==> src/rtl/rob_ctrl.sv <==
// rob_ctrl: reorder-buffer control that allocates ids, records completions and exceptions,
// and retires entries strictly in program order at most one per cycle.
module rob_ctrl #(
   parameter int ROB_DEPTH = 16,
   parameter int ROB = $clog2(ROB_DEPTH)
) (
   input  logic           clk,
   input  logic           reset,
   input  logic           dec_e_,
   output logic [ROB-1:0] dec_rob_id,
   output logic           rob_full,
   input  logic           wb_e_,
   input  logic [ROB-1:0] wb_rob_id,
   input  logic           wb_exp,
   input  logic           flush,
   output logic           commit_e_,
   output logic [ROB-1:0] commit_rob_id,
   output logic           commit_exp,
   output logic           busy
);
   logic [ROB_DEPTH-1:0] valid_q, valid_d, done_q, done_d, exp_q, exp_d;
   logic [ROB-1:0] head_q, head_d, tail_q, tail_d, cid_q, cid_d;
   logic [ROB:0] count_q, count_d;
   logic ce_q, ce_d, cexp_q, cexp_d;
   logic alloc, wb_ok, commit;
   assign rob_full = count_q == ROB_DEPTH[ROB:0];
   assign busy = count_q != '0;
   assign dec_rob_id = tail_q;
   assign commit_e_ = ce_q;
   assign commit_rob_id = cid_q;
   assign commit_exp = cexp_q;
   always_comb begin
      alloc = !dec_e_ && !rob_full;
      wb_ok = !wb_e_ && valid_q[wb_rob_id];
      commit = valid_q[head_q] && done_q[head_q];
      valid_d = valid_q;
      done_d = done_q;
      exp_d = exp_q;
      if (wb_ok) begin
         done_d[wb_rob_id] = 1'b1;
         exp_d[wb_rob_id] = wb_exp;
      end
      if (commit) valid_d[head_q] = 1'b0;
      // the tail entry is invalid whenever alloc is possible, so it never collides with wb or commit
      if (alloc) begin
         valid_d[tail_q] = 1'b1;
         done_d[tail_q] = 1'b0;
         exp_d[tail_q] = 1'b0;
      end
      head_d = commit ? head_q + 1'b1 : head_q;
      tail_d = alloc ? tail_q + 1'b1 : tail_q;
      count_d = count_q + (ROB+1)'(alloc) - (ROB+1)'(commit);
      ce_d = !commit;
      cid_d = commit ? head_q : cid_q;
      cexp_d = commit ? exp_q[head_q] : cexp_q;
      if (flush) begin
         valid_d = '0;
         head_d = '0;
         tail_d = '0;
         count_d = '0;
         ce_d = 1'b1;
      end
   end
   always_ff @(posedge clk or posedge reset) begin
      if (reset) begin
         valid_q <= '0;
         done_q <= '0;
         exp_q <= '0;
         head_q <= '0;
         tail_q <= '0;
         count_q <= '0;
         ce_q <= 1'b1;
         cid_q <= '0;
         cexp_q <= 1'b0;
      end else begin
         valid_q <= valid_d;
         done_q <= done_d;
         exp_q <= exp_d;
         head_q <= head_d;
         tail_q <= tail_d;
         count_q <= count_d;
         ce_q <= ce_d;
         cid_q <= cid_d;
         cexp_q <= cexp_d;
      end
   end
endmodule

==> config.mk <==
export PLATFORM = sky130hd
export DESIGN_NAME = rob_ctrl
export DESIGN_NICKNAME = d
export VERILOG_FILES = /design/src/rtl/rob_ctrl.sv
export SDC_FILE = /design/constraint.sdc
export NUM_CORES = 1
export LEC_CHECK = 0
export ABC_AREA = 1
export CORE_MARGIN = 5
export CORE_UTILIZATION = 40
export CTS_BUF_LIST = sky130_fd_sc_hd__clkbuf_8
export CTS_CLUSTER_DIAMETER = 100
export DETAILED_ROUTE_END_ITERATION = 7
export HOLD_SLACK_MARGIN = 0.02
export PLACE_DENSITY = 0.57
export SETUP_SLACK_MARGIN = 0.4
export SLEW_MARGIN = 20
export SYNTH_ARGS = -nofsm -noshare
export SYNTH_HDL_FRONTEND = slang
export SYNTH_SLANG_ARGS = --single-unit
export TNS_END_PERCENT = 30
==> constraint.sdc <==
create_clock -name clk -period 3.95 [get_ports clk]
set_input_delay 1.185 -clock clk [delete_from_list [all_inputs] [get_ports clk]]
set_output_delay 1.185 -clock clk [all_outputs]
set_load 0.02 [all_outputs]
==> run_1/pdn.png <==
The bar under the picture is 20 um long. Pins as bars on the die edge.
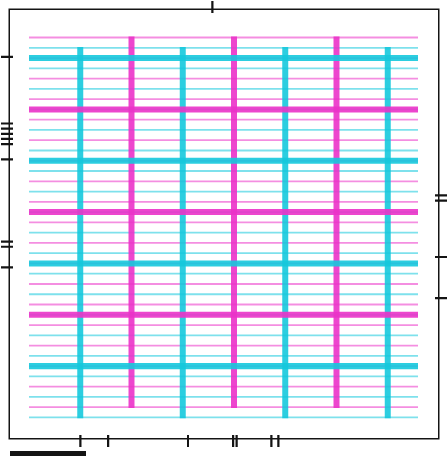
| net | color |
|---|---|
| VDD | magenta |
| VSS | cyan |
met4 straps: 7
signal pins: 22
met5 straps: 7
rows: 37
maximum VDD drop: 0.000265 V
core area: 10,400 um2
Die H: 113 um
die width: 113 um

==> run_1/cell_classes.png <==
The bar under the picture is 20 um long.
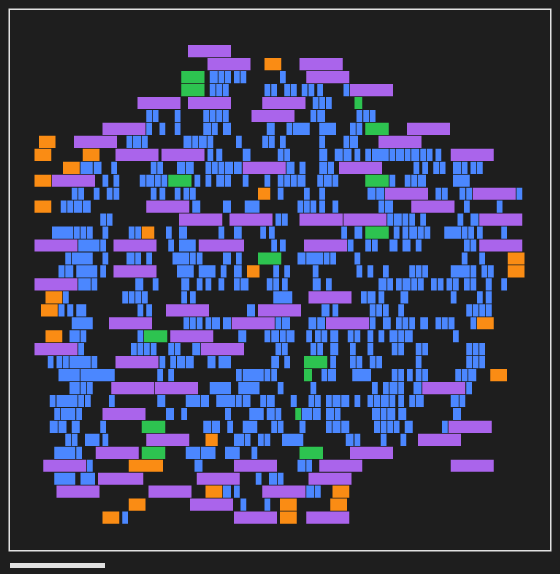
| class | color | cells |
|---|---|---|
| other buffers and delay cells | orange | 26 |
| all other logic | blue | 528 |
| flip-flops | purple | 67 |
| clock drivers and dummy loads | green | 15 |

==> impl_metrics.py, run 1 <==
# Physical implementation metrics
metrics = {
    "pwr": {
        "p_switching_uw": 641,
        "p_leak_uw": 0.00235,
        "sw_frac_of_total_pct": 33.6,
        "clkPwrFrac_pct": 28.2,
    },
    "global_routing": {
        "grt_usage_pct": 18.9,
        "antenna_found_initial": 0,
        "grt_max_degree": 35,
    },
    "final_timing": {
        "relSlewSlack_pct": 48.2,
        "hold_violations": 0,
        "min_period_ns": 3.19,
        "setup-tns-final_ns": 0,
        "slew_viol_final": 0,
        "rsz0062_at_grt": "false",
        "worst_pin_slew_ns": 0.776,
    },
    "cells_and_area": {
        "layout.cells.most_common_list": "nand2_1, inv_1, nor2_1, dfrtp_1, a21oi_1",
        "area_growth_syn_to_layout_pct": 10.3,
        "final_common_cell": "nand2_1",
        "n_antenna_cell": 0,
        "fin_util_pct": 45.5,
        "nNetsFinal": 657,
        "layout-drive-gt1-share_pct": 7.86,
    },
    "setup_path": {
        "cp-end-kind": "register",
        "crit_top_cell": "nand2_1",
        "crit_arrival_ns": 3.42,
        "critical_path_depth": 21,
        "crit_family": "simple AND/OR/NAND/NOR gates",
        "slowest_delay_ns": 0.46,
        "r2r-start": "head_q[0]",
        "r2r_cells": 21,
        "crit_slowest_cell": "dfrtp_2",
        "cp-start-kind": "register",
    },
    "logic_synthesis": {
        "syn_nets": 639,
        "edf_count": 0,
        "synthCells": 614,
        "common_cells": "nand2_1, inv_1, nor2_1",
        "async_reset_ff_share_pct": 100,
        "ys_cells": 614,
        "ys_seq_share_pct": 39.3,
        "ys_chip_area_um2": 4270,
        "area_leaders": "dfrtp_1, nand2_1, inv_1",
        "numSynthFlops": 67,
        "syn-mean-instance-area_um2": 6.96,
    },
    "floorplanning": {
        "num_rows": 37,
    },
    "cts": {
        "ctsHtreeMaxLevel": 3,
        "cts.sinks": 67,
        "clkLatencyLatePin_ns": 0.36,
    },
    "detailed_routing": {
        "viasPerCell": 4.81,
        "drt-total-wl_um": 11400,
        "drt_pass1_iterations": 5,
        "via_count": 3713,
        "drc": 0,
    },
    "status": {
        "status": "finished clean",
    },
    "job": {
        "tool_warnings": 33,
    },
    "worst_hold_path": {
        "hold_depth": 2,
        "hp-class": "reg -> reg",
        "hold-path-endpoint": "commit_exp",
    },
    "placed_design": {
        "hpwlAfterDp_um": 8300,
    },
}
==> run_1/clock_map.png <==
The bar under the picture is 20 um long.
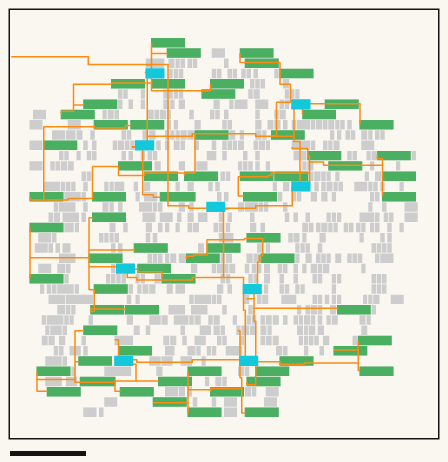
[cells driving clock nets] cyan | count: 9
[flip-flops] green | count: 67
[clock wires] orange | length: 1,050 um
routed clock nets: 10
flops lie: all over the die

-- run 1: state kept, by name, indices dropped and copies added (netlist names), 4 cells and up --
| register | flops |
|---|---|
| done_q | 16 |
| exp_q | 16 |
| valid_q | 16 |
| count_q | 5 |
| commit_rob_id | 4 |
| dec_rob_id | 4 |
| head_q | 4 |
-- run 1: layout make-up --
type | count | area, um2 | share of cell area (%)
repair buffers | 26 | 260 | 5.52
inverters | 117 | 445 | 9.45
multi-input cells | 411 | 1980 | 42.0
flip-flops and latches | 67 | 1680 | 35.6
clock inverters | 3 | 13.8 | 0.292
well taps | 136 | 170 | 3.61
clock buffers | 12 | 165 | 3.50
-- run 1: power by group through the flow --
stage | Combinational, uW | Clock, uW | Sequential [uW]
finish | 527 | 537 | 843
global route | 601 | 589 | 857
CTS | 530 | 553 | 843
detailed placement | 528 | 0 | 856
global placement | 516 | 0 | 854
floorplan | 356 | 0 | 865
-- run 1: logic make-up (layout without fill, tap and decap cells) --
logic type / after synthesis / count (layout) / synth area share, %
flops: 67 / 67 / 39.3
fa+ha+maj: 15 / 15 / 4.57
simple gates: 314 / 314 / 31.2
compound gates: 77 / 77 / 9.57
buf+inv: 136 / 158 / 14.4
xor+xnor: 5 / 5 / 1.02
-- run 1: per-layer routing --
metal	share of wire [%]	track usage (%)
met5	0	0
met4	1.2	5.21
met3	6.0	4.99
met2	47	30.5
met1	46	25.3
-- run 1: worst reg2reg max path: stages (launching register included) --
cell and delay, ns:
dfrtp_2 0.46, buf_4 0.19, nand2_1 0.07, nand3_1 0.08, nand2_1 0.09, nand2_1 0.06
nand2_1 0.08, inv_2 0.04, nand2_4 0.16, nand2_2 0.19, inv_1 0.23, ha_1 0.27
inv_1 0.05, ha_1 0.15, inv_1 0.05, fa_1 0.40, inv_1 0.07, nand2_1 0.05
a21oi_1 0.12, nor2_1 0.06, xor2_1 0.12, nor2_1 0.05
-- run 1: timing repair --
| item | in CTS | in global routing |
|---|---|---|
| gates resized | 0 | 2 |
| setup endpoints to repair | 0 | 1 |
| buffers inserted | 0 | 1 |
-- run 1: stage by stage --
step	hold WS, ns	setup slack [ns]	power, uW	area [um2]	std cells
global placement	0.466	0.617	1370	4530	756
finish	0.482	0.763	1910	4720	772
global route	0.535	0.426	2050	4720	772
CTS	0.487	0.491	1930	4710	771
floorplan	0.491	1.08	1220	4270	614
detailed placement	0.467	0.510	1380	4530	756
-- run 1: worst max-delay path by stage --
stage                          from    endpoint  slack (ns)
after floorplan               reset  commit_exp        1.08
after global placement    head_q[0]  count_q[4]        0.62
after detailed placement  head_q[0]  count_q[4]        0.51
after CTS                 head_q[0]  count_q[4]        0.49
after global routing      head_q[1]  count_q[4]        0.43
final                     head_q[0]  count_q[4]        0.76
==> inputs of run 2 (changes only) <==
--- a/config.mk
+++ b/config.mk
@@ -12,7 +12,7 @@
 export CTS_CLUSTER_DIAMETER = 100
 export DETAILED_ROUTE_END_ITERATION = 7
 export HOLD_SLACK_MARGIN = 0.02
-export PLACE_DENSITY = 0.57
+export PLACE_DENSITY = 0.59
 export SETUP_SLACK_MARGIN = 0.4
 export SLEW_MARGIN = 20
 export SYNTH_ARGS = -nofsm -noshare
==> constraint.sdc (replaced) <==
create_clock -name clk -period 2.9 [get_ports clk]
set_input_delay 0.87 -clock clk [delete_from_list [all_inputs] [get_ports clk]]
set_output_delay 0.87 -clock clk [all_outputs]
set_load 0.02 [all_outputs]
==> run 2 against run 1 <==
Effect of this change: fmax increased by 16%; sequential cell count unchanged; wire length increased by 8.4%; power increased by 43%; sequential power increased by 36%; synthesized cell count unchanged; highest routed layer unchanged; first-iteration DRC count increased by 13%; sequential share of layout area decreased by 2.9 points; die area unchanged; synthesized area unchanged; clock-buffer cell count decreased by 2.
==> impl_metrics.py, run 2 <==
# Physical implementation metrics
metrics = {
    "setup_path": {
        "crit_top_cell": "inv_2",
        "crit_slowest_cell": "dfrtp_4",
        "cp-start-kind": "register",
        "cp.required_ns": 3.14,
        "crit_arrival_ns": 2.98,
        "cp-end-kind": "register",
        "slowest_delay_ns": 0.56,
        "crit_type": "reg -> reg",
        "crit_family": "adder cells",
        "cp_max_fo": 8,
        "crit_chain": "buf_8 -> clkinv_8 -> nand2_2 -> nand3_2 -> nand2_1 -> nand2_1 -> nand2_1 -> inv_2 -> nand2_4 -> nand2_4 -> inv_8 -> ha_4 -> inv_2 -> ha_4 -> inv_2 -> fa_2 -> inv_2 -> nand2_2 -> a21oi_2 -> nor2_1 -> xor2_1 -> nor2_1",
    },
    "cells_and_area": {
        "area_growth_syn_to_layout_pct": 20.4,
        "layout.cells.most_common_list": "nand2_1, inv_1, nor2_1, dfrtp_1, a21oi_1",
        "final_common_cell": "nand2_1",
        "top_regs": "done_q (16), exp_q (16), valid_q (16)",
        "layout-drive-gt1-share_pct": 15.1,
        "n_antenna_cell": 0,
        "nNetsFinal": 682,
        "final.fill_count": 1083,
    },
    "global_routing": {
        "antenna_found_initial": 0,
        "grt_max_degree": 65,
        "grt_use_met2_pct": 31.8,
        "grt_pass1_wl_um": 19300,
        "grt_pass1_vias": 3839,
        "grt_overflow_total": 0,
        "globalRouteMet3Util_pct": 4.24,
    },
    "pwr": {
        "p_switching_uw": 926,
        "p_comb_share_pct": 29.0,
        "intPower_uw": 1790,
        "p_leak_uw": 0.00254,
        "p_per_area_nw_per_um2": 528,
        "clkPwrFrac_pct": 28.6,
        "sw_frac_of_total_pct": 34.1,
    },
    "final_timing": {
        "setup_ws_ns": 0.161,
        "hold_violations": 0,
        "fin_crit_sh_pct": 94.4,
        "worst_pin_slew_ns": 0.734,
        "relSlewSlack_pct": 50.9,
        "setup-tns-final_ns": 0,
        "min_period_ns": 2.74,
        "setup_viol": 0,
        "rsz0062_at_grt": "true",
        "slew_viol_final": 0,
        "fmax_mhz": 365,
    },
    "logic_synthesis": {
        "ys_seq_share_pct": 39.3,
        "syn-mean-instance-area_um2": 6.96,
        "ys_chip_area_um2": 4270,
        "yosysTopAreaCell": "dfrtp_1",
        "common_cells": "nand2_1, inv_1, nor2_1",
        "async_reset_ff_share_pct": 100,
        "synthCells": 614,
        "numSynthFlops": 67,
        "synth_cell_types": 32,
        "syn_nets": 639,
        "yosys_warnings": 0,
        "ys_cells": 614,
        "area_leaders": "dfrtp_1, nand2_1, inv_1",
        "syn_area_um2": 4270,
        "edf_count": 0,
        "ff_type": "dfrtp_1",
    },
    "cts": {
        "cts.sinks": 67,
        "cts-root-buf": "clkbuf_8",
        "clkLatencyLatePin_ns": 0.36,
        "ctsHtreeMaxLevel": 3,
        "clk_path_buf_depth": 2,
        "cts_buffers": 9,
    },
    "detailed_routing": {
        "drt_pass1_iterations": 6,
        "ant_nets": 0,
        "drt-total-wl_um": 12300,
        "drc": 0,
        "drtIter0Drc": 302,
        "viasPerCell": 4.97,
    },
    "placed_design": {
        "port_buffers": 21,
        "hpwlAfterDp_um": 8310,
        "dpl_worst_slack_ns": 0.0108,
    },
    "floorplanning": {
        "num_rows": 37,
        "io_pins": 22,
        "die_y_um": 113,
        "die_width_um": 113,
        "initial_utilization_pct": 41.2,
        "coreArea_um2": 10400,
        "die_area_um2": 12900,
    },
    "status": {
        "status": "finished clean",
    },
    "job": {
        "tool_warnings": 36,
    },
    "worst_hold_path": {
        "hp-class": "reg -> reg",
    },
}
==> run 2: repair_timing <==
action / in CTS / in global routing
resized: 6 / 47
endpoints found under the setup margin: 4 / 12
hold buffers: 0 / 0
cloned: 1 / 3
buffers inserted: 0 / 13
pin swaps: 0 / 14
==> run 2: logic make-up (layout without fill, tap and decap cells) <==
kind of cell	after synthesis	count (layout)	synth area share [%]
fa+ha+maj	15	15	4.57
flops	67	67	39.3
compound gates	77	77	9.57
xor+xnor	5	5	1.02
simple gates	314	314	31.2
buf+inv	136	184	14.4
==> run 2: layout make-up <==
cell class / count / area [um2] / area share, %
Clock buffer: 10 / 138 / 2.67
Timing Repair inverter: 2 / 32.5 / 0.632
Inverter: 117 / 465 / 9.04
Multi-Input combinational cell: 411 / 2110 / 41.0
Clock inverter: 6 / 50.0 / 0.973
Tap cell: 136 / 170 / 3.31
Timing Repair Buffer: 49 / 499 / 9.70
Sequential cell: 67 / 1680 / 32.7
==> run 2: power by group through the flow <==
stage	sequential [uW]	clock [uW]	combinational [uW]
floorplan	1180	0	499
global placement	1160	0	740
detailed placement	1170	0	759
CTS	1150	796	758
global route	1170	839	881
finish	1150	777	788
==> run 2: final timing paths <==
check,from,end,slack [ns],cells after the start
worst max-delay path,head_q[0],count_q[4],0.16,22
worst min register to register,commit_exp,commit_exp,0.49,2
max in group asynchronous,reset,head_q[0],1.59,3
min in group asynchronous,reset,count_q[4],0.74,2
worst max register to register,head_q[0],count_q[4],0.16,22
worst min-delay path,commit_exp,commit_exp,0.49,2
==> run 2: worst register-to-register path, delay by kind of cell, from the launching register on <==
family / cells / cell delay, ns
buffers and inverters: 7 / 0.51
AND-OR/OR-AND: 1 / 0.11
adder cells (fa/ha/maj): 3 / 0.67
flip-flops: 1 / 0.56
XOR/XNOR: 1 / 0.13
AND/OR/NAND/NOR: 10 / 0.60
==> run 2: per-stage QoR <==
stage | instance area (um2) | hold slack, ns | total power [uW] | util (%) | cells
final | 5150 | 0.488 | 2720 | 49.6 | 798
after global routing | 5150 | 0.518 | 2890 | 49.6 | 798
after CTS | 4840 | 0.493 | 2700 | 46.6 | 782
after detailed placement | 4630 | 0.474 | 1920 | 44.7 | 765
after global placement | 4630 | 0.466 | 1900 | 44.7 | 765
after floorplan | 4310 | 0.491 | 1680 | - | 614
==> run 2: routing by layer <==
layer / share of wire (%) / vias to the layer above / routed length, um
met5: 0 / - / 0
met4: 2.4 / 0 / 290
met3: 5.9 / 25 / 730
met2: 48 / 139 / 5880
met1: 44 / 1854 / 5410
li1: - / 1952 / -
==> run_2/pdn.png <==
The bar under the picture is 20 um long. Pins as bars on the die edge.
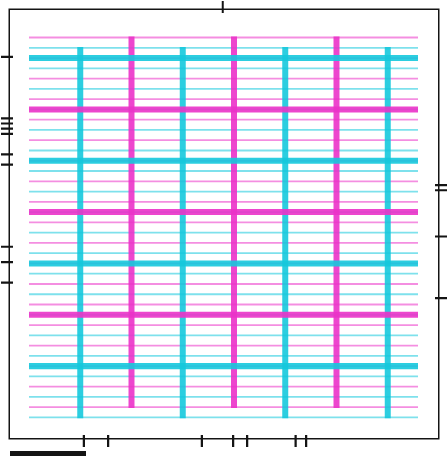
| net | color |
|---|---|
| VSS | cyan |
| VDD | magenta |
signal pins: 22
met1 rails: 38
maximum VDD drop: 0.000459 V

==> run_2/metal_stack.png <==
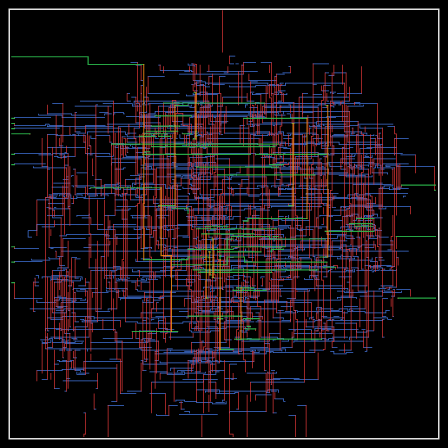
| layer | color | wire length |
|---|---|---|
| met2 | red | 5,880 um |
| met4 | orange | 290 um |
| met1 | blue | 5,410 um |
| met3 | green | 730 um |
GRT Total Usage: 19.2%
Vias: 3,970
wire length per cell: 15.4 um

==> run_2/final_congestion.png <==
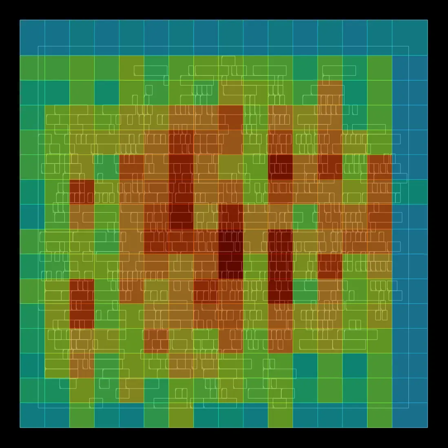
GR Util met1: 24.6%
Top Usage Layer GRT: met2

==> inputs of run 3 (changes only) <==
--- a/config.mk
+++ b/config.mk
@@ -13,6 +13,7 @@
 export DETAILED_ROUTE_END_ITERATION = 7
 export HOLD_SLACK_MARGIN = 0.02
 export PLACE_DENSITY = 0.59
+export RECOVER_POWER = 100
 export SETUP_SLACK_MARGIN = 0.4
 export SLEW_MARGIN = 20
 export SYNTH_ARGS = -nofsm -noshare
==> run_3/metal_stack.png <==
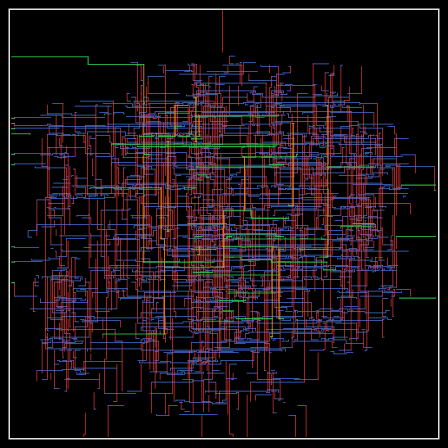
| layer | color | wire length |
|---|---|---|
| met2 | red | 5,920 um |
| met3 | green | 571 um |
| met1 | blue | 5,530 um |
| met4 | orange | 276 um |
routed wire length: 12,300 um
Vias: 3,947
wire length per cell: 15.4 um

==> run_3/cell_classes.png <==
The bar under the picture is 20 um long.
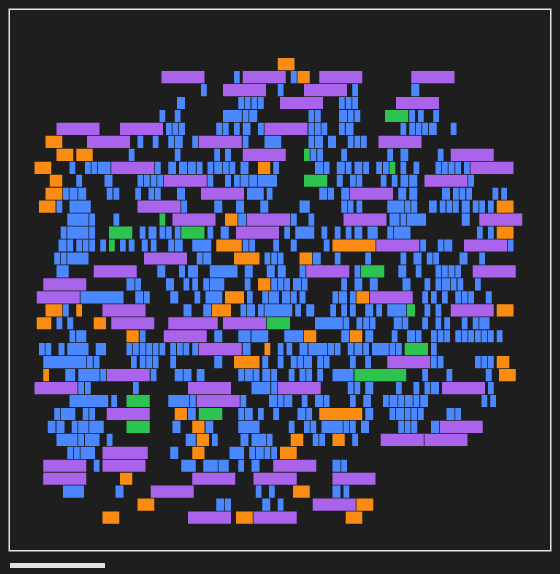
| class | color | cells |
|---|---|---|
| all other logic | blue | 530 |
| clock drivers and dummy loads | green | 16 |
| flip-flops | purple | 67 |
| other buffers and delay cells | orange | 49 |
flop share of the area: 33.3%
row count: 37
Finished Cell Area: 5040 um2
Post-Route Utilization: 48.6%

==> run 3 against run 2 <==
Effect of this change: worst setup slack got worse by 0.033 ns; register-to-register slack got worse by 0.03 ns; wire length hardly changed; sequential power barely moved; clock power is essentially flat; fmax down 1.2%; clock-buffer cell count did not move; global-route usage did not move; first-iteration DRC count is 7.9% lower.
==> impl_metrics.py, run 3 <==
# Physical implementation metrics
metrics = {
    "logic_synthesis": {
        "syn_nets": 639,
        "yosys_warnings": 0,
        "syn-mean-instance-area_um2": 6.96,
        "numSynthFlops": 67,
        "common_cells": "nand2_1, inv_1, nor2_1",
        "ys_chip_area_um2": 4270,
        "ys_seq_share_pct": 39.3,
        "ff_type": "dfrtp_1",
        "area_leaders": "dfrtp_1, nand2_1, inv_1",
    },
    "detailed_routing": {
        "viasPerCell": 4.95,
        "drc": 0,
    },
    "status": {
        "status": "finished clean",
    },
    "cells_and_area": {
        "nNetsFinal": 682,
        "final_cells": 798,
        "n_antenna_cell": 0,
        "layout-drive-gt1-share_pct": 12.4,
        "layout.cells.most_common_list": "nand2_1, inv_1, nor2_1, dfrtp_1, a21oi_1",
        "final.fill_count": 1101,
    },
    "pwr": {
        "p_per_area_nw_per_um2": 532,
        "p_comb_share_pct": 28.2,
        "sw_frac_of_total_pct": 34.3,
        "clkPwrFrac_pct": 29.0,
    },
    "cts": {
        "cts.sinks": 67,
        "clkLatencyLatePin_ns": 0.36,
    },
    "setup_path": {
        "crit_type": "reg -> reg",
        "cp-start-kind": "register",
        "crit_arrival_ns": 3.01,
    },
    "global_routing": {
        "antenna_found_initial": 0,
        "grt_pass1_wl_um": 19300,
        "grt_max_degree": 65,
        "grt_usage_pct": 19.2,
    },
    "final_timing": {
        "relSlewSlack_pct": 39.1,
        "fmax_mhz": 361,
        "slew_viol_final": 0,
        "hold_violations": 0,
        "fin_crit_sh_pct": 95.6,
        "worst_pin_slew_ns": 0.913,
    },
    "floorplanning": {
        "io_pins": 22,
    },
    "placed_design": {
        "hpwlAfterDp_um": 8310,
    },
}
==> run_3/clock_map.png <==
The bar under the picture is 20 um long.
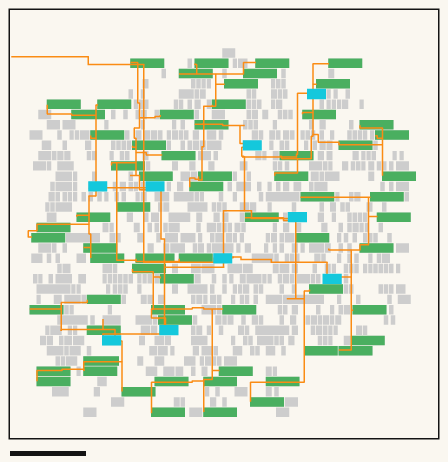
[flip-flops] green | count: 67
[cells driving clock nets] cyan | count: 9
[clock wires] orange | length: 1,070 um
routed clock nets: 10
flops lie: all over the die

==> run 3: cell types whose count changed in the layout (fill, tap and decap cells not counted), sizes merged <==
cell,before,now
dlygate4sd3,0,13
clkinv,4,5
buf,26,23
clkdlybuf4s50,19,6
dlymetal6s2s,1,0
inv,119,118
clkbuf,12,16
==> run 3: layer usage <==
metal	global-route usage, %	vias to the layer above	part of all wire [%]
met5	0	-	0
met4	7.53	0	2.2
met3	4.24	30	4.6
met2	31.8	112	48
met1	24.6	1850	45
li1	-	1955	-
==> run 3: cell type report <==
class	count	area [um2]	area share, %
multi-input combinational	411	2040	40.4
sequential	67	1680	33.3
timing repair buffer	49	470	9.33
inverter	117	463	9.18
tap	136	170	3.37
clock buffer	10	138	2.73
clock inverter	6	50.0	0.992
timing repair inverter	2	32.5	0.645
==> run 3: power by group through the flow <==
stage          Combinational [uW]  Sequential (uW)  Clock, uW
2_1_floorplan                 499             1180          0
3_3_place_gp                  740             1160          0
3_5_place_dp                  759             1170          0
4_1_cts                       758             1150        796
5_1_grt                       848             1170        839
6_report                      755             1150        777
==> run 3: worst paths after layout <==
path                       depth (start not counted)         end        from
hold / removal                                     2  commit_exp  commit_exp
max in group asynchronous                          3   head_q[0]       reset
setup / recovery                                  22  count_q[4]   head_q[0]
setup reg to reg                                  22  count_q[4]   head_q[0]
min in group asynchronous                          2  count_q[2]       reset
hold reg to reg                                    2  commit_exp  commit_exp
==> run 3: stage by stage <==
stage / hold slack, ns / instance area, um2 / setup slack, ns
2_1_floorplan: 0.491 / 4310 / 0.318
4_1_cts: 0.493 / 4840 / 0.194
6_report: 0.480 / 5040 / 0.128
3_5_place_dp: 0.474 / 4630 / 0.0108
3_3_place_gp: 0.466 / 4630 / 0.0489
5_1_grt: 0.514 / 5040 / 0.0420
==> run 3: repair_timing <==
item                                    4_1_cts  5_1_grt
hold buffers                                  0        0
pin swaps                                     0       14
buffers inserted                              0       13
gates resized                                 6       47
endpoints found under the setup margin        4       12
hold endpoints to repair                      0        0
gates cloned                                  1        3
==> run 3: logic make-up after synthesis <==
kind of cell             count (synthesis)  synth area share, %
XOR/XNOR                                 5                 1.02
buffers and inverters                  136                 14.4
flip-flops                              67                 39.3
AND/OR/NAND/NOR                        314                 31.2
adder cells (fa/ha/maj)                 15                 4.57
AND-OR/OR-AND                           77                 9.57
==> run 3: worst max-delay path, cell delays in order (launching register included) <==
cell and delay (ns):
dfrtp_4 0.56, buf_8 0.17, clkinv_8 0.09, nand2_2 0.07, nand3_2 0.06, nand2_1 0.06, nand2_1 0.06, nand2_1 0.05
inv_1 0.08, nand2_4 0.06, nand2_4 0.09, inv_8 0.04, ha_4 0.20, inv_2 0.06, ha_4 0.13, inv_2 0.03
fa_2 0.33, inv_1 0.07, nand2_2 0.05, a21oi_2 0.11, nor2_1 0.05, xor2_1 0.13, nor2_1 0.06
Power is estimated from default activity; no workload was simulated.
